### config.mk
export PLATFORM = sky130hd
export DESIGN_NAME = rf_dumper_flat
export DESIGN_NICKNAME = d
export VERILOG_FILES = /design/src/rtl/rf_dumper_if.sv /design/src/rtl/rf_dumper.sv /design/src/flat_wrapper.sv
export SDC_FILE = /design/constraint.sdc
export NUM_CORES = 1
export LEC_CHECK = 0
export ABC_AREA = 1
export CORE_AREA = 2 2 68 118
export DETAILED_ROUTE_END_ITERATION = 8
export DIE_AREA = 0 0 70 120
export PLACE_DENSITY = 0.67
export SYNTH_ARGS = -nofsm -noshare
export SYNTH_HDL_FRONTEND = slang
export SYNTH_SLANG_ARGS = --single-unit
### constraint.sdc
create_clock -name clk -period 3.8 [get_ports clk]
set_input_delay 0.57 -clock clk [delete_from_list [all_inputs] [get_ports clk]]
set_output_delay 0.57 -clock clk [all_outputs]
set_load 0.01 [all_outputs]
### src/rtl/rf_dumper_if.sv
`default_nettype none
// ============================================================================
// Module   : rf_dumper_if
// Purpose  : Command, register-file port and dump-stream bundle for rf_dumper.
// Revision : 1.0 - initial release
// ============================================================================
interface rf_dumper_if #(
   parameter int AW = 5,
   parameter int DW = 32
);
   logic          start;
   logic          clear;
   logic          busy;
   logic [AW-1:0] rd_addr;
   logic [DW-1:0] rd_data;
   logic          wr_en;
   logic [AW-1:0] wr_addr;
   logic [DW-1:0] wr_data;
   logic          out_valid;
   logic          out_ready;
   logic [AW-1:0] out_idx;
   logic [DW-1:0] out_data;
   logic          done;

   modport master (
      input  start, clear, rd_data, out_ready,
      output busy, rd_addr, wr_en, wr_addr, wr_data,
      output out_valid, out_idx, out_data, done
   );

   modport slave (
      output start, clear, rd_data, out_ready,
      input  busy, rd_addr, wr_en, wr_addr, wr_data,
      input  out_valid, out_idx, out_data, done
   );
endinterface
`default_nettype wire

### src/rtl/rf_dumper.sv
`default_nettype none
// ============================================================================
// Module   : rf_dumper
// Purpose  : Walks the register file to stream every value out or zero it.
// Revision : 1.0 - initial release
// ============================================================================
module rf_dumper #(
   parameter int NREGS = 32,
   parameter int AW    = 5,
   parameter int DW    = 32
) (
   input  wire logic   clk,
   input  wire logic   rst,
   rf_dumper_if.master bus
);
   localparam logic [AW-1:0] c_LAST = AW'(NREGS - 1);
   localparam logic [AW-1:0] c_ONE  = AW'(1);

   typedef enum logic [2:0] {
      S_IDLE     = 3'd0,
      S_DUMP_RD  = 3'd1,
      S_DUMP_OUT = 3'd2,
      S_CLEAR    = 3'd3,
      S_DONE     = 3'd4
   } state_t;

   state_t        r_state;
   logic [AW-1:0] r_idx;
   logic          r_busy;
   logic          r_wr_en;
   logic          r_out_valid;
   logic [AW-1:0] r_out_idx;
   logic [DW-1:0] r_out_data;
   logic          r_done;

   // Outputs are set on the transition into each state so they behave as Moore outputs.
   always_ff @(posedge clk) begin
      if (rst) begin
         r_state     <= S_IDLE;
         r_idx       <= '0;
         r_busy      <= 1'b0;
         r_wr_en     <= 1'b0;
         r_out_valid <= 1'b0;
         r_out_idx   <= '0;
         r_out_data  <= '0;
         r_done      <= 1'b0;
      end else begin
         r_done <= 1'b0;
         case (r_state)
            S_IDLE: begin
               if (bus.start) begin
                  r_idx  <= '0;
                  r_busy <= 1'b1;
                  if (bus.clear) begin
                     r_state <= S_CLEAR;
                     r_wr_en <= 1'b1;
                  end else begin
                     r_state <= S_DUMP_RD;
                  end
               end
            end
            S_DUMP_RD: begin
               r_out_data  <= bus.rd_data;
               r_out_idx   <= r_idx;
               r_out_valid <= 1'b1;
               r_state     <= S_DUMP_OUT;
            end
            S_DUMP_OUT: begin
               if (bus.out_ready) begin
                  r_out_valid <= 1'b0;
                  if (r_idx == c_LAST) begin
                     r_state <= S_DONE;
                     r_done  <= 1'b1;
                  end else begin
                     r_idx   <= r_idx + c_ONE;
                     r_state <= S_DUMP_RD;
                  end
               end
            end
            S_CLEAR: begin
               // Terminal compare precedes the increment so the index never wraps.
               if (r_idx == c_LAST) begin
                  r_wr_en <= 1'b0;
                  r_state <= S_DONE;
                  r_done  <= 1'b1;
               end else begin
                  r_idx <= r_idx + c_ONE;
               end
            end
            S_DONE: begin
               r_state <= S_IDLE;
               r_idx   <= '0;
               r_busy  <= 1'b0;
            end
            default: begin
               r_state     <= S_IDLE;
               r_idx       <= '0;
               r_busy      <= 1'b0;
               r_wr_en     <= 1'b0;
               r_out_valid <= 1'b0;
            end
         endcase
      end
   end

   assign bus.busy      = r_busy;
   assign bus.rd_addr   = r_idx;
   assign bus.wr_en     = r_wr_en;
   assign bus.wr_addr   = r_idx;
   assign bus.wr_data   = '0;
   assign bus.out_valid = r_out_valid;
   assign bus.out_idx   = r_out_idx;
   assign bus.out_data  = r_out_data;
   assign bus.done      = r_done;
endmodule
`default_nettype wire

### src/flat_wrapper.sv
// flat-port wrapper written by rule: the top's interface ports become plain ports
module rf_dumper_flat 
#(
   parameter int NREGS = 32,
   parameter int AW    = 5,
   parameter int DW    = 32
)
  (clk, rst, bus_start, bus_clear, bus_rd_data, bus_out_ready, bus_busy, bus_rd_addr, bus_wr_en, bus_wr_addr, bus_wr_data, bus_out_valid, bus_out_idx, bus_out_data, bus_done);
  rf_dumper_if #(.AW(AW), .DW(DW)) bus_i ();
  input  wire logic clk;
  input  wire logic rst;
  input wire logic [$bits(bus_i.start)-1:0] bus_start;
  input wire logic [$bits(bus_i.clear)-1:0] bus_clear;
  input wire logic [$bits(bus_i.rd_data)-1:0] bus_rd_data;
  input wire logic [$bits(bus_i.out_ready)-1:0] bus_out_ready;
  output wire logic [$bits(bus_i.busy)-1:0] bus_busy;
  output wire logic [$bits(bus_i.rd_addr)-1:0] bus_rd_addr;
  output wire logic [$bits(bus_i.wr_en)-1:0] bus_wr_en;
  output wire logic [$bits(bus_i.wr_addr)-1:0] bus_wr_addr;
  output wire logic [$bits(bus_i.wr_data)-1:0] bus_wr_data;
  output wire logic [$bits(bus_i.out_valid)-1:0] bus_out_valid;
  output wire logic [$bits(bus_i.out_idx)-1:0] bus_out_idx;
  output wire logic [$bits(bus_i.out_data)-1:0] bus_out_data;
  output wire logic [$bits(bus_i.done)-1:0] bus_done;
  assign bus_i.start = bus_start;
  assign bus_i.clear = bus_clear;
  assign bus_i.rd_data = bus_rd_data;
  assign bus_i.out_ready = bus_out_ready;
  assign bus_busy = bus_i.busy;
  assign bus_rd_addr = bus_i.rd_addr;
  assign bus_wr_en = bus_i.wr_en;
  assign bus_wr_addr = bus_i.wr_addr;
  assign bus_wr_data = bus_i.wr_data;
  assign bus_out_valid = bus_i.out_valid;
  assign bus_out_idx = bus_i.out_idx;
  assign bus_out_data = bus_i.out_data;
  assign bus_done = bus_i.done;
  rf_dumper #(.NREGS(NREGS), .AW(AW), .DW(DW)) u_core (.clk(clk), .rst(rst), .bus(bus_i));
endmodule
==> run_1/layer_met1.png <==
Scale bar: 20 µm. Supply wires on this layer in gray.
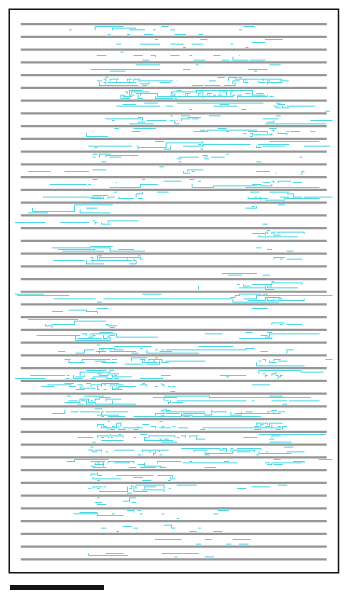
nets with wire on the layer = 335
longest straight run = 27.1 µm

==> run_1/layer_met2.png <==
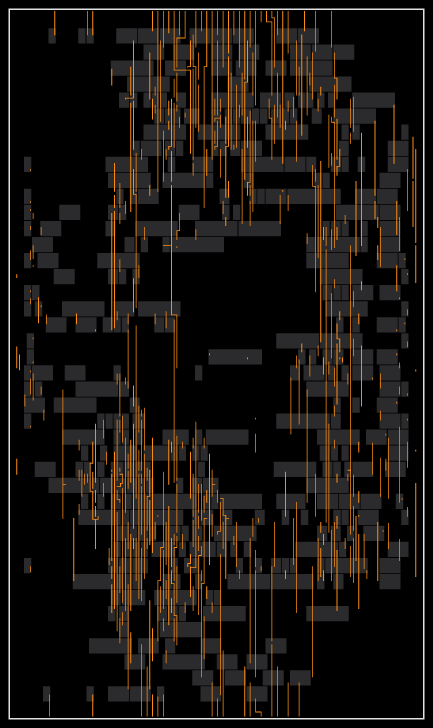
wire length on this layer = 2810 µm
main direction = vertical
nets with wire on the layer = 335
share of all routed wire = 53%

==> run notes, run 1 <==
Observations from the implementation run.

Floorplan:
- The run puts the top-level port count at 120.
- The run puts the die extent in x at 70 µm.
- The run gives the placeable core region as 0.00746 mm².
- The run gives the area of the chip as 0.00840 mm².

Logic synthesis:
- The run gives the share of synthesized cell area in and-or and or-and compound cells as 10.8%.
- The run gives the post-synthesis sequential area ratio as 44.1%.
- The synthesis run identifies the leading combinational cell family as simple AND/OR/NAND/NOR gates.

Power:
- Per report_power, the combinational group accounts for 29.5% of the total.
- Power spread over the standard cell area amounts to 519 mW/mm².
- Registers are responsible for between 30 and 40% of the overall power.
- The run gives the peak ir drop on the vdd network as about 0.21 mV.

Timing:
- The flow reports an fmax of 479 MHz.
- The run gives the tightest hold margin as 462 ps.
- For the final routed database, the setup TNS stands at 0 ps.
- The run puts the minimum clock period after layout at roughly 2100 ps.
- The run gives the total count of hold-check failures in the final report as 0.

Clocking:
- In this run the clock root is driven by a sky130_fd_sc_hd__clkbuf_16.
- Buffers inserted to repair hold after CTS numbered 0.
- After clock tree synthesis, the setup repair step added 0 buffers.
- The run gives the clock-pin slew reported for the worst setup and hold paths after clock tree synthesis as roughly 60 ps.
- In this run, post-CTS repair resized a total of 0 instances.

GRT:
- The run puts the number of global-route vias before repair at 1816.
- The run puts the global router's overall resource usage at 12.9%.
- The run puts the met2 global-route usage at between 20% and 30%.
- The run gives the global-route wire length before repair as about 8600 µm.

Final layout:
- The non-clock inverters instantiated in the layout total 12.
- The run puts the share of final layout cell area taken by clock buffers and inverters at 5.46%.
- The run gives the register area as 981 µm².
- Per the final layout report, the fraction of cells sized above drive strength 1 comes to 4.01%.
- The run gives the core utilization of the finished layout as 42.4%.
- The run puts the number of sequential cells in the layout at between 40 and 50.
- The run gives the number of buffers other than clock buffers in the final layout as 89.

Routing:
- The run puts the DRC violation count after routing at 0.
- The run gives the mean routed wirelength per cell as around 12 µm.
- The run puts the detail-routed via count per cell at 4.33.

Run:
- The run gives the number of maximum-capacitance violations as 0.

Status:
- The run finished with clean final reports.

Critical path:
- The run gives the biggest fanout along the worst timing path as 39.
- For this run, the slowest stage of the critical path takes 830 ps.

Placed design:
- Counting tap cells, the placed design contains a total of 454 instances.
- The run puts the tally of buffers added on design ports at approximately 87.
==> run_1/layer_met3.png <==
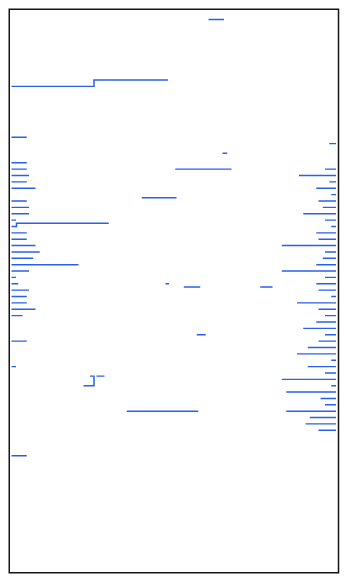
wire length on this layer = 386 µm
longest straight run = 19.5 µm
nets with wire on the layer = 77
main direction = horizontal
share of all routed wire = 7.2%
number of vias in the routed layout: 2001
GR Util met3: 3.86%
final routed wirelength across all metal layers: 5350 µm

==> run_1/congestion.png <==
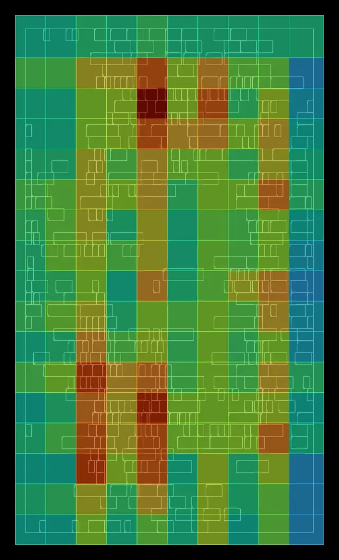
global routing usage on met1: 13.3%
GRT busiest layer: met2

[run 1: synth_stat cells (all sizes together)]
master,instances
a21oi,6
buf,44
clkbuf,6
conb,1
dfxtp,49
ha,3
inv,12
nand2,30
nand3,5
nand4,5
nor2,90
nor3,2
nor3b,1
o21ai,42
[run 1: worst paths after layout]
path,to,startpoint,cells past startpoint,slack [ps]
hold reg to reg,u_core.bus.out_valid,u_core.bus.out_valid,2,460
setup / recovery,u_core.bus.out_idx[3],u_core.r_state[2],6,1710
hold / removal,u_core.bus.out_valid,u_core.bus.out_valid,2,460
setup reg to reg,u_core.bus.out_idx[3],u_core.r_state[2],6,1710
[run 1: critical path, delay by kind of cell (launching register included)]
family,cells,cell delay [ps]
AND-OR/OR-AND,2,310
buffers and inverters,2,1070
flip-flops,1,370
AND/OR/NAND/NOR,2,250
==> run_1/metal_density.png <==
14 x 24 tiles, from dark blue (low) to red (high), scaled to the fullest tile. Values are wire area over tile area, all layers added.
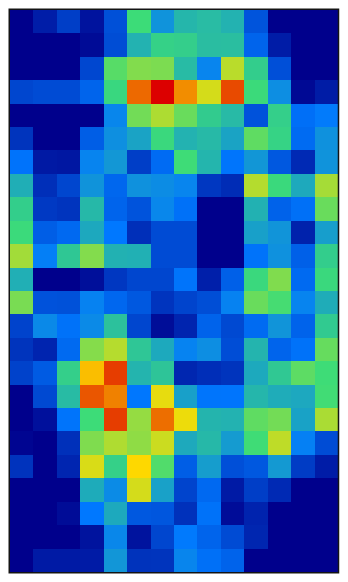

==> run 1 -> run 2 <==
==> constraint.sdc (replaced) <==
create_clock -name clk -period 2.1 [get_ports clk]
set_input_delay 0.315 -clock clk [delete_from_list [all_inputs] [get_ports clk]]
set_output_delay 0.315 -clock clk [all_outputs]
set_load 0.01 [all_outputs]
==> run_2/metal_density.png <==
14 x 24 tiles, from dark blue (low) to red (high), scaled to the fullest tile. Values are wire area over tile area, all layers added.
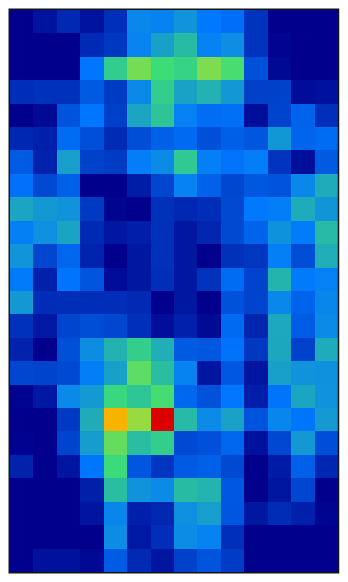
fullest tile = 0.58
mean over tiles = 0.11
nearly empty tiles = 17%
tiles over half the peak = 2.7%
final routed wirelength across all metal layers: 5420 µm
overall routing resource usage: 12.7%

==> run 2 against run 1 <==
Against the previous run:
- count of clock-buffer cells in the layout shrank 1
- clock skew grew 1.6 ps
- clock power grew 58%
- routed wire length grew 1.3%
- die area is the same
- fmax grew 21%
- synthesized area is the same
- non-clock buffer count grew 4
- cell count grew 0.65%
- worst hold slack gained 8.8 ps
- largest power group unchanged
- highest routed layer unchanged
==> run notes, run 2 <==
Observations from the implementation run.

Clocking:
- The number of setup buffers added after CTS is 0 (unchanged).
- The run puts the total of hold buffers inserted after clock tree synthesis at 0 (unchanged).
- The run gives the post-cts repair resize count as 0 (unchanged).
- The root buffer cell chosen for the clock tree is sky130_fd_sc_hd__clkbuf_16.
- The clock-pin slew reported for the worst setup and hold paths after clock tree synthesis is 70 ps (about the same).

Final layout:
- The run puts the number of logic inverters in the finished layout at 12 (unchanged).
- The run puts the register area at 981 µm² (unchanged).
- The run gives the number of sequential cells in the layout as 49 (unchanged).
- The share of final layout cell area taken by clock buffers and inverters is 4.63% (-0.84 points).
- The run puts the proportion of cell area occupied by registers at 31.0%.

Power:
- The run gives the peak ir drop on the vdd network as 0.385 mV (+79%).
- The proportion of power drawn by combinational gates was 30.9% (+1.4 points).
- The run puts the areal power density over the cells at 904 mW/mm² (+74%).

Logic synthesis:
- The run puts the post-synthesis sequential area ratio at 44.1% (unchanged).
- The run puts the count of library flops with an enable pin at 0 (unchanged).
- The run gives the share of synthesized cell area in and-or and or-and compound cells as 10.8% (unchanged).
- Per the synth stats, the flop cell with the highest instance count is sky130_fd_sc_hd__dfxtp_1.
- Among the non-sequential cells, simple AND/OR/NAND/NOR gates take the most area.
- Counting instances in the post-synthesis netlist gives the leading cell types as sky130_fd_sc_hd__nor2_1, sky130_fd_sc_hd__dfxtp_1, sky130_fd_sc_hd__o21ai_0.
- The most frequently used library cell after synthesis is sky130_fd_sc_hd__nor2_1.

Floorplan:
- The die extent in x came to 70 µm (unchanged).
- The run gives the placeable core region as 0.00746 mm² (unchanged).
- The run puts the top-level port count at 120 (unchanged).

GRT:
- The run puts the met2 global-route usage at 23.2% (-0.24 points).
- The met3 track demand over resource in global routing came to 3.27% (-0.59 points).
- The run puts the number of global-route vias before repair at 1827 (+0.61%).
- The run gives the highest-utilization routing layer at the global route stage as met2.
- The global-route wire length before repair came to 8470 µm (-1.5%).

Timing:
- The post-route setup TNS was 0 ps (unchanged).
- The run gives the total count of hold-check failures in the final report as 0 (unchanged).
- The maximum clock frequency came to 580 MHz (+21%).
- The tightest hold margin was 471 ps (+8.80 ps).
- The minimum clock period after layout was 1720 ps (-366 ps).

Routing:
- The run puts the DRC violation count after routing at 0 (unchanged).
- The mean routed wirelength per cell is 11.7 µm (+0.69%).

Critical path:
- The kind of cell with the highest combined delay along the critical path is simple AND/OR/NAND/NOR gates.
- The run puts the worst stage delay on the critical path at 460 ps (-370 ps).

Run:
- The run puts the number of maximum-capacitance violations at 0 (unchanged).

Status:
- The run finished with clean final reports.
==> run_2/layer_met1.png <==
Scale bar: 20 µm. Supply wires on this layer in gray.
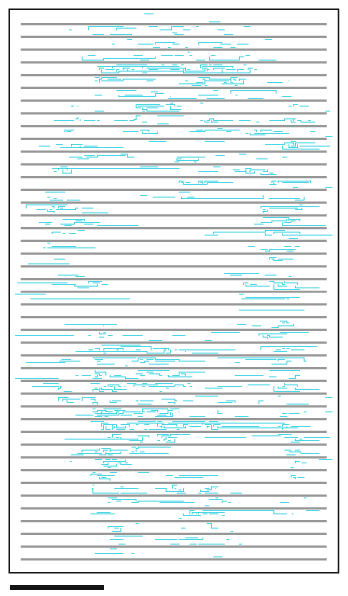
share of all routed wire = 38%
wire length on this layer = 2080 µm
number of vias in the routed layout: 2044
global routing usage on met1: 12.9%

[run 2: per-stage QoR]
step	cells	utilization, %	setup slack [ps]	power (mW)	instance area (µm²)
after floorplan	327	-	527	1.71	2340
after CTS	465	42.4	367	2.90	3160
after detailed placement	458	40.4	388	2.08	3020
after global routing	465	42.4	170	3.03	3160
final	465	42.4	376	2.86	3160
after global placement	458	40.4	473	2.07	3020
[run 2: path summary, 6_finish.rpt]
| path | from | endpoint | slack, ps | cells past startpoint |
|---|---|---|---|---|
| max reg2reg | u_core.bus.rd_addr[0] | u_core.bus.rd_addr[2] | 380 | 8 |
| min reg2reg | u_core.bus.out_valid | u_core.bus.out_valid | 470 | 2 |
| min | u_core.bus.out_valid | u_core.bus.out_valid | 470 | 2 |
| max | u_core.bus.rd_addr[0] | u_core.bus.rd_addr[2] | 380 | 8 |
Power is estimated from default activity; no workload was simulated.
